<file path="config.mk">
export PLATFORM = sky130hd
export DESIGN_NAME = alu_op_issuer
export DESIGN_NICKNAME = d
export VERILOG_FILES = /design/src/rtl/alu_pkg.sv /design/src/rtl/alu_resp_reg.sv /design/src/rtl/alu_op_issuer.sv
export SDC_FILE = /design/constraint.sdc
export NUM_CORES = 1
export LEC_CHECK = 0
export ABC_CLOCK_PERIOD_IN_PS = 1800
export CORE_MARGIN = 2
export CORE_UTILIZATION = 43
export CTS_BUF_LIST = sky130_fd_sc_hd__clkbuf_4
export CTS_CLUSTER_DIAMETER = 200
export DETAILED_ROUTE_END_ITERATION = 8
export MAX_ROUTING_LAYER = met4
export PLACE_DENSITY = 0.81
export SYNTH_ARGS = -nofsm -noshare
export SYNTH_HDL_FRONTEND = slang
export SYNTH_SLANG_ARGS = --single-unit
export TNS_END_PERCENT = 50
</file>
<file path="constraint.sdc">
create_clock -name clk -period 1.8 [get_ports clk]
set_input_delay 0.18 -clock clk [delete_from_list [all_inputs] [get_ports clk]]
set_output_delay 0.18 -clock clk [all_outputs]
set_load 0.02 [all_outputs]
</file>
<file path="src/rtl/alu_pkg.sv">
// Shared constants and types for the ALU front end: opcode map, FSM states,
// and the captured flag bundle.
package alu_pkg;

    localparam int unsigned MAX_OPCODE = 9;

    localparam logic [3:0] OP_0 = 4'd0;
    localparam logic [3:0] OP_1 = 4'd1;
    localparam logic [3:0] OP_2 = 4'd2;
    localparam logic [3:0] OP_3 = 4'd3;
    localparam logic [3:0] OP_4 = 4'd4;
    localparam logic [3:0] OP_5 = 4'd5;
    localparam logic [3:0] OP_6 = 4'd6;
    localparam logic [3:0] OP_7 = 4'd7;
    localparam logic [3:0] OP_8 = 4'd8;
    localparam logic [3:0] OP_9 = 4'd9;

    typedef enum logic [1:0] {
        ST_IDLE = 2'd0,
        ST_EXEC = 2'd1,
        ST_RESP = 2'd2
    } state_e;

    typedef struct packed {
        logic n;
        logic z;
        logic c;
        logic v;
        logic cout;
    } alu_flags_t;

endpackage

</file>
<file path="src/rtl/alu_resp_reg.sv">
// Capture-and-hold register for the ALU result, flags and error marker.
module alu_resp_reg
    import alu_pkg::*;
#(
    parameter int unsigned WIDTH = 4
) (
    input  logic             clk,
    input  logic             reset,
    input  logic             load,
    input  logic [WIDTH-1:0] y_d,
    input  alu_flags_t       flags_d,
    input  logic             err_d,
    output logic [WIDTH-1:0] y_q,
    output alu_flags_t       flags_q,
    output logic             err_q
);

    always_ff @(posedge clk or posedge reset) begin
        if (reset) begin
            y_q     <= '0;
            flags_q <= '0;
            err_q   <= 1'b0;
        end else if (load) begin
            y_q     <= y_d;
            flags_q <= flags_d;
            err_q   <= err_d;
        end
    end

endmodule

</file>
<file path="src/rtl/alu_op_issuer.sv">
// Sequential front end for the combinational ALU: one request per handshake,
// registered ALU drive, one settle cycle, captured result via response channel.
module alu_op_issuer #(
    parameter int unsigned WIDTH      = 4,
    parameter int unsigned MAX_OPCODE = alu_pkg::MAX_OPCODE,
    parameter int unsigned CNT_W      = 8
) (
    input  logic             clk,
    input  logic             reset,
    input  logic             in_valid,
    output logic             in_ready,
    input  logic [WIDTH-1:0] in_a,
    input  logic [WIDTH-1:0] in_b,
    input  logic [3:0]       in_opcode,
    input  logic             in_cin,
    input  logic             in_chain,
    output logic [WIDTH-1:0] alu_a,
    output logic [WIDTH-1:0] alu_b,
    output logic [3:0]       alu_opcode,
    output logic             alu_cin,
    input  logic [WIDTH-1:0] alu_y,
    input  logic             alu_n,
    input  logic             alu_z,
    input  logic             alu_c,
    input  logic             alu_v,
    input  logic             alu_cout,
    output logic             out_valid,
    input  logic             out_ready,
    output logic [WIDTH-1:0] out_y,
    output logic             out_n,
    output logic             out_z,
    output logic             out_c,
    output logic             out_v,
    output logic             out_cout,
    output logic             out_err,
    output logic [CNT_W-1:0] op_count
);

    import alu_pkg::*;

    state_e           state_q, state_d;
    logic [WIDTH-1:0] alu_a_q, alu_a_d;
    logic [WIDTH-1:0] alu_b_q, alu_b_d;
    logic [3:0]       alu_opcode_q, alu_opcode_d;
    logic             alu_cin_q, alu_cin_d;
    logic             carry_q, carry_d;
    logic [CNT_W-1:0] count_q, count_d;

    logic             resp_load;
    logic [WIDTH-1:0] resp_y_d, resp_y_q;
    alu_flags_t       resp_flags_d, resp_flags_q;
    logic             resp_err_d, resp_err_q;
    logic             legal;

    assign legal = (32'(in_opcode) <= MAX_OPCODE);

    always_comb begin
        state_d      = state_q;
        alu_a_d      = alu_a_q;
        alu_b_d      = alu_b_q;
        alu_opcode_d = alu_opcode_q;
        alu_cin_d    = alu_cin_q;
        carry_d      = carry_q;
        count_d      = count_q;
        resp_load    = 1'b0;
        resp_y_d     = '0;
        resp_flags_d = '0;
        resp_err_d   = 1'b0;
        unique case (state_q)
            ST_IDLE: begin
                if (in_valid) begin
                    if (legal) begin
                        alu_a_d      = in_a;
                        alu_b_d      = in_b;
                        alu_opcode_d = in_opcode;
                        alu_cin_d    = in_chain ? carry_q : in_cin;
                        state_d      = ST_EXEC;
                    end else begin
                        // Rejects bypass the ALU: zeroed result, error marker set.
                        resp_load  = 1'b1;
                        resp_err_d = 1'b1;
                        state_d    = ST_RESP;
                    end
                end
            end
            ST_EXEC: begin
                resp_load    = 1'b1;
                resp_y_d     = alu_y;
                resp_flags_d = '{n: alu_n, z: alu_z, c: alu_c, v: alu_v, cout: alu_cout};
                carry_d      = alu_cout;
                state_d      = ST_RESP;
            end
            ST_RESP: begin
                if (out_ready) begin
                    state_d = ST_IDLE;
                    if (!resp_err_q) begin
                        count_d = count_q + 1'b1;
                    end
                end
            end
            default: state_d = ST_IDLE;
        endcase
    end

    always_ff @(posedge clk or posedge reset) begin
        if (reset) begin
            state_q      <= ST_IDLE;
            alu_a_q      <= '0;
            alu_b_q      <= '0;
            alu_opcode_q <= '0;
            alu_cin_q    <= 1'b0;
            carry_q      <= 1'b0;
            count_q      <= '0;
        end else begin
            state_q      <= state_d;
            alu_a_q      <= alu_a_d;
            alu_b_q      <= alu_b_d;
            alu_opcode_q <= alu_opcode_d;
            alu_cin_q    <= alu_cin_d;
            carry_q      <= carry_d;
            count_q      <= count_d;
        end
    end

    alu_resp_reg #(
        .WIDTH(WIDTH)
    ) u_resp_reg (
        .clk    (clk),
        .reset  (reset),
        .load   (resp_load),
        .y_d    (resp_y_d),
        .flags_d(resp_flags_d),
        .err_d  (resp_err_d),
        .y_q    (resp_y_q),
        .flags_q(resp_flags_q),
        .err_q  (resp_err_q)
    );

    assign in_ready   = (state_q == ST_IDLE);
    assign out_valid  = (state_q == ST_RESP);
    assign alu_a      = alu_a_q;
    assign alu_b      = alu_b_q;
    assign alu_opcode = alu_opcode_q;
    assign alu_cin    = alu_cin_q;
    assign out_y      = resp_y_q;
    assign out_n      = resp_flags_q.n;
    assign out_z      = resp_flags_q.z;
    assign out_c      = resp_flags_q.c;
    assign out_v      = resp_flags_q.v;
    assign out_cout   = resp_flags_q.cout;
    assign out_err    = resp_err_q;
    assign op_count   = count_q;

endmodule
</file>
==> impl_summary.log, run 1 <==
[flow] collecting metrics
[metrics] status: completed
[metrics] shortest clock period the worst path allows after layout: 1.61 ns
[metrics] Max clock buf depth: 2
[metrics] final worst path period share: 89.3%
[metrics] path depth of the worst reg2reg path: 4
[metrics] OpenROAD warnings: 26
[metrics] power density of the placed cells: 1450 nW/µm²
[metrics] cell taking the most area after synthesis: sky130_fd_sc_hd__dfrtp_1
[metrics] post-route ant nets: 0
[metrics] input/output buffers: 59
[metrics] antenna violations before repair: 0
[metrics] clock tree from TritonCTS: yes
[metrics] Final Max Slew Viols: 0
[metrics] # setup viols final: 0
[metrics] synthesized instance count: 100
[metrics] number of I/O pins: 60
[metrics] post-synthesis cell area: 1400 µm²
[metrics] largest net degree at the start of global routing: 35
[metrics] Synth Area per Inst: ~14 µm²
[metrics] Setup Buffers After CTS: 0
[metrics] cts bufs inserted: 5
[metrics] post-synthesis cell count from yosys: 100
[metrics] total internal power: around 1900 µW
[metrics] type of the tightest min-delay check: in -> async
[metrics] clk root buf: sky130_fd_sc_hd__clkbuf_4
[metrics] number of distinct library cells after synthesis: 24
[metrics] GR Overflow Total: 0
[metrics] r2r endpoint: alu_b[3]
[metrics] type of element launching the critical path: flop
[metrics] drt via density: about 4.9
[metrics] CP Data Arrival Time: around 1.4 ns
[metrics] Clock transition at path regs: 0.10 ns
[metrics] violation count after the first detailed-route iteration: 22
[metrics] remaining design rule violation count: 0
[metrics] number of hold buffers added after CTS: 0
[metrics] most used standard cell by instance count after synthesis: sky130_fd_sc_hd__dfrtp_1
[metrics] TritonCTS Sinks: 34
[metrics] Clock Latency Late Sink: roughly 0.33 ns
[metrics] register-to-register path setup slack: 0.23 ns
[metrics] CTS H-tree depth: 2
[metrics] slowest cell on the critical path: sky130_fd_sc_hd__clkdlybuf4s50_1
[metrics] Yosys warnings: 0
[metrics] Area growth, synth to finish: 49.3%
[metrics] kind of critical path: reg -> out
[metrics] die span in y: 61.0 µm
[metrics] leakage dissipation: 0.000933 µW
[metrics] HPWL after detailed placement: 2180 µm
[metrics] skew final: approximately 0.008 ns
[metrics] sequential fraction of design power: 41.3%
[metrics] Hold Vio Cnt, Final: 0
## run 1: routing by layer
layer	track usage [%]	share of wire, %	vias up
met5	-	0	-
met3	7.25	8.1	4
li1	-	-	485
met4	5.59	0.97	0
met2	28.0	48	41
met1	22.0	43	508
## run 1: worst max-delay path by stage
stage | start | endpoint | slack [ns] | cells past startpoint
finish | op_count[2] | op_count[2] | 0.19 | 1
global route | state_q[0] | out_valid | 0.11 | 4
CTS | op_count[2] | op_count[2] | 0.18 | 1
detailed placement | in_opcode[1] | alu_b[0] | -0.01 | 5
global placement | in_opcode[1] | alu_a[2] | 0.07 | 5
floorplan | state_q[1] | alu_a[1] | 0.32 | 6
## run 1: cell type report
cell class,instances,area [µm²],area share [%]
sequential,34,851,40.8
inverter,4,15.0,0.721
clock buffer,6,45.0,2.16
tap,44,55.1,2.64
multi-input combinational,58,490,23.5
clock inverter,2,8.76,0.420
timing repair buffer,63,618,29.7
## run 1: flip-flops by register name, indices dropped and copies added, names as in the netlist, 2 cells and up
signal	cells
alu_b	4
alu_a	4
op_count	8
u_resp_reg.flags_q	5
state_q	2
alu_opcode	4
u_resp_reg.y_q	4
## run 1: power groups by stage
stage	registers, µW	logic [µW]	clock network [µW]
2_1_floorplan	1530	429	0
3_3_place_gp	1250	1380	0
3_5_place_dp	1260	1400	0
4_1_cts	1250	1390	420
5_1_grt	1290	1460	455
6_report	1250	1370	399
## run 1: cell usage in the layout (no fill, tap or decap), types with 3 or more instances in the layout
cell type / n
sky130_fd_sc_hd__clkbuf_4: 6
sky130_fd_sc_hd__dfrtp_1: 34
sky130_fd_sc_hd__xnor2_1: 3
sky130_fd_sc_hd__clkdlybuf4s50_1: 57
sky130_fd_sc_hd__mux2_2: 14
sky130_fd_sc_hd__buf_4: 4
sky130_fd_sc_hd__inv_1: 4
sky130_fd_sc_hd__xor2_1: 4
sky130_fd_sc_hd__a22o_1: 9
sky130_fd_sc_hd__nand2_1: 8
## run 1: cells by family after synthesis
family / synth area share, %
xor+xnor: 4.39
simple gates: 9.78
fa+ha+maj: 0.897
mux: 11.3
buf+inv: 3.86
flops: 61.0
compound gates: 8.79
## run 1: through the flow
stage / cell area, µm² / setup TNS [ns] / setup WS, ns / utilization [%] / cells
final: 2080 / 0 / 0.192 / 67.7 / 211
after global routing: 2080 / 0 / 0.105 / 67.7 / 211
after CTS: 2080 / 0 / 0.175 / 67.7 / 211
after detailed placement: 2030 / -0.0264 / -0.0102 / 66.0 / 203
after global placement: 2030 / 0 / 0.0743 / 66.0 / 203
after floorplan: 1400 / 0 / 0.322 / - / 100
## run 1: repair_timing
action | CTS | global route
gates resized | 2 | 0
setup endpoints to repair | 2 | 0
endpoints found under the hold margin | 0 | 0
### The metal 2 layer, run 1

Bar = 20 µm.
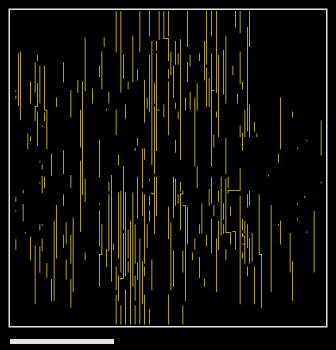
main direction: vertical
nets with wire on the layer: 176
longest straight run: 23.8 µm
WL final: 2900 µm
detailed-route via count: 1038
met2 track demand over resource: 28.0%

### Routing congestion, run 1

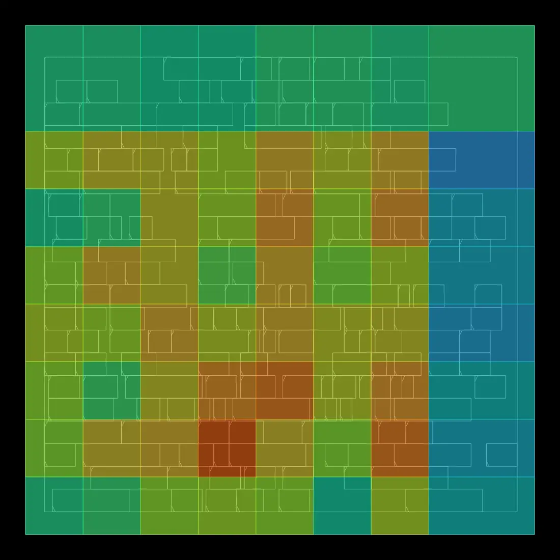
total routing resource utilization after global routing: 18.2%
average wire per cell in the routed design: 13.7 µm
global route hottest layer: met2
final core utilization: 67.7%
met1 Use GR: 22.0%

### Where the registers sit, run 1

Bar = 20 µm. Other sequential cells in the stronger gray, the rest of the logic in the fainter gray.
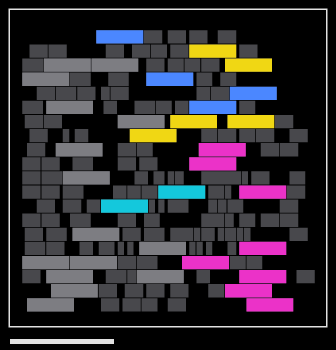
[blue] u_resp_reg.y_q | sequential cells: 4
[magenta] op_count | sequential cells: 8
[yellow] u_resp_reg.flags_q | sequential cells: 5
[cyan] state_q | sequential cells: 2
not colored: 15
total area of sequential cells: 851 µm²
Seq group: 1250 µW

### Gate families picked out, run 1

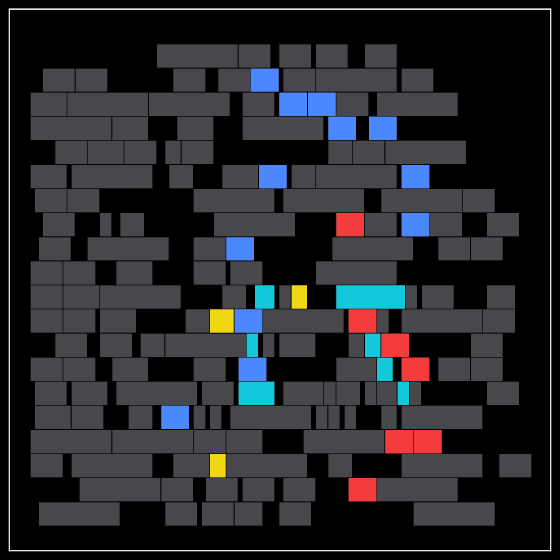

--- run 2 (diff from run 1) ---
- SKIP_LAST_GASP: default -> 1
### Gate families picked out, run 2

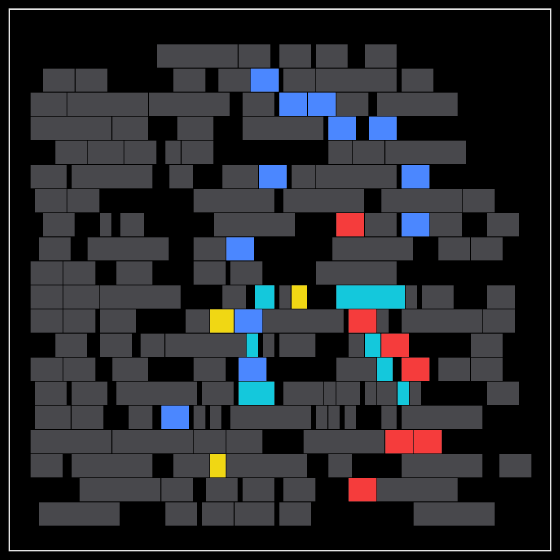
[blue] AND-OR and OR-AND gates | cells: 12
[yellow] inverting AOI/OAI gates | cells: 3
[red] XOR/XNOR gates | cells: 7
[cyan] NOR gates | cells: 7

### Routing congestion, run 2

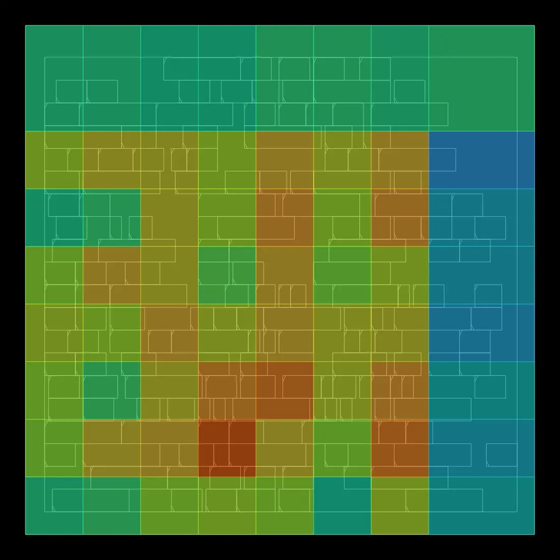
M3 GR Usage: 7.25%
average wire per cell in the routed design: 13.8 µm
final core utilization: 67.8%

==> impl_summary.log, run 2 <==
[flow] collecting metrics
[metrics] Clock Latency Late Sink: 0.33 ns
[metrics] sequential fraction of design power: 41.2%
[metrics] Final Max Slew Viols: 0
[metrics] clock tree from TritonCTS: yes
[metrics] flip-flop count of the largest register, all copies and words added: 8
[metrics] switching fraction of total power: 35.9%
[metrics] Area growth, synth to finish: 49.6%
[metrics] number of I/O pins: 60
[metrics] final worst path period share: 89.3%
[metrics] Hold Vio Cnt, Final: 0
[metrics] cells along the critical path: clkdlybuf4s50_1
[metrics] total internal power: 1950 µW
[metrics] Clock transition at path regs: 0.10 ns
[metrics] remaining design rule violation count: 0
[metrics] type of the tightest min-delay check: in -> async
[metrics] cell taking the most area after synthesis: sky130_fd_sc_hd__dfrtp_1
[metrics] Yosys warnings: 0
[metrics] leakage dissipation: between 0.0009 and 0.001 µW
[metrics] WL final: 2910 µm
[metrics] detailed-route via count: 1037
[metrics] input/output buffers: 59
[metrics] kind of critical path: reg -> out
[metrics] post-synthesis cell count from yosys: around 100
[metrics] share of synthesized area occupied by flip-flops and latches: 61.0%
[metrics] power density of the placed cells: 1450 nW/µm²
[metrics] antenna violations before repair: 0
[metrics] shortest clock period the worst path allows after layout: 1.61 ns
[metrics] most frequent logic cells in the routed design: 57 x sky130_fd_sc_hd__clkdlybuf4s50_1, 34 x sky130_fd_sc_hd__dfrtp_1, 14 x sky130_fd_sc_hd__mux2_2
[metrics] # setup viols final: 0
[metrics] TritonCTS Sinks: 34
[metrics] HPWL after detailed placement: 2180 µm
[metrics] CTS H-tree depth: 2
[metrics] GR Overflow Total: 0
[metrics] cts bufs inserted: 5
[metrics] Synth Area per Inst: 14.0 µm²
[metrics] die span in y: 61.0 µm
[metrics] drt via density: 4.91
[metrics] post-route ant nets: 0
[metrics] clk root buf: sky130_fd_sc_hd__clkbuf_4
[metrics] total routing resource utilization after global routing: 18.2%
[metrics] largest net degree at the start of global routing: 35
[metrics] slowest cell on the critical path: sky130_fd_sc_hd__clkdlybuf4s50_1
[metrics] cell total after placement: 203
[metrics] violation count after the first detailed-route iteration: 25
[metrics] OpenROAD warnings: 27
[metrics] Total Negative Setup Slacks: 0 ns
[metrics] skew final: 0.00472 ns
[metrics] post-synthesis cell area: 1400 µm²
[metrics] synthesized instance count: approximately 100
[metrics] most frequently placed logic cell in the final layout: sky130_fd_sc_hd__clkdlybuf4s50_1
[metrics] most used standard cell by instance count after synthesis: sky130_fd_sc_hd__dfrtp_1
[metrics] status: completed
[metrics] Max Cap Viol: 0
[metrics] non-filler instance count after layout: 211
[metrics] CP Data Arrival Time: 1.43 ns
==> run 2: cell counts after synthesis <==
No cell type changed its count.
==> run 2: through the flow <==
stage | total power (µW) | util [%] | hold WS (ns) | setup WS [ns] | instance area (µm²)
global placement | 2620 | 66.0 | 0.469 | 0.0743 | 2030
CTS | 3070 | 67.7 | 0.237 | -0.0120 | 2080
detailed placement | 2660 | 66.0 | 0.463 | -0.0102 | 2030
floorplan | 1960 | - | 0.287 | 0.322 | 1400
finish | 3030 | 67.8 | 0.237 | 0.192 | 2090
global route | 3210 | 67.8 | 0.261 | 0.105 | 2090
==> run 2: repair_timing <==
| item | 4_1_cts | 5_1_grt |
|---|---|---|
| endpoints found under the hold margin | 0 | 0 |
| hold buffers | 0 | 0 |
| buffers inserted | 0 | 0 |
| setup endpoints to repair | 2 | 1 |
| resized | 1 | 1 |
| cloned | 0 | 0 |
==> run 2: path summary, 6_finish.rpt <==
check	start	endpoint	cells past startpoint
setup / recovery	op_count[2]	op_count[2]	1
hold / removal	reset	alu_b[1]	3
setup reg to reg	state_q[1]	alu_b[0]	4
hold reg to reg	op_count[7]	op_count[7]	1
max in group asynchronous	reset	u_resp_reg.y_q[1]	3
min in group clk	alu_c	u_resp_reg.flags_q[2]	2
==> run 2: per-layer routing <==
| metal | vias up | global-route usage [%] | wire [µm] |
|---|---|---|---|
| met3 | 4 | 7.25 | 234 |
| met1 | 508 | 22.0 | 1250 |
| met4 | 0 | 5.59 | 28 |
| li1 | 484 | - | - |
| met2 | 41 | 28.0 | 1400 |
| met5 | - | - | 0 |
==> run 2: power by group through the flow <==
stage	Combinational, µW	Sequential [µW]	Clock, µW
after floorplan	429	1530	0
after global placement	1380	1250	0
after detailed placement	1400	1260	0
after CTS	1400	1250	420
after global routing	1470	1290	455
final	1380	1250	403
==> run 2: logic make-up after synthesis <==
group / Yosys count / share of synthesized area (%)
flops: 34 / 61.0
simple gates: 21 / 9.78
compound gates: 15 / 8.79
mux: 14 / 11.3
buf+inv: 8 / 3.86
xor+xnor: 7 / 4.39
fa+ha+maj: 1 / 0.897
==> run 2: final cells by class <==
cell class | count | area (µm²) | area share [%]
sequential | 34 | 851 | 40.8
timing repair buffer | 63 | 622 | 29.8
multi-input combinational | 58 | 490 | 23.5
tap | 44 | 55.1 | 2.64
clock buffer | 6 | 45.0 | 2.16
inverter | 4 | 15.0 | 0.719
clock inverter | 2 | 8.76 | 0.420
==> run 2: worst reg2reg max path, stage by stage, from the launching register on <==
cell                      delay [ns]
sky130_fd_sc_hd__dfrtp_1        0.49
sky130_fd_sc_hd__nor2_4         0.17
sky130_fd_sc_hd__nand3_2        0.09
sky130_fd_sc_hd__inv_1          0.31
sky130_fd_sc_hd__mux2_2         0.39
Power is estimated from default activity; no workload was simulated.
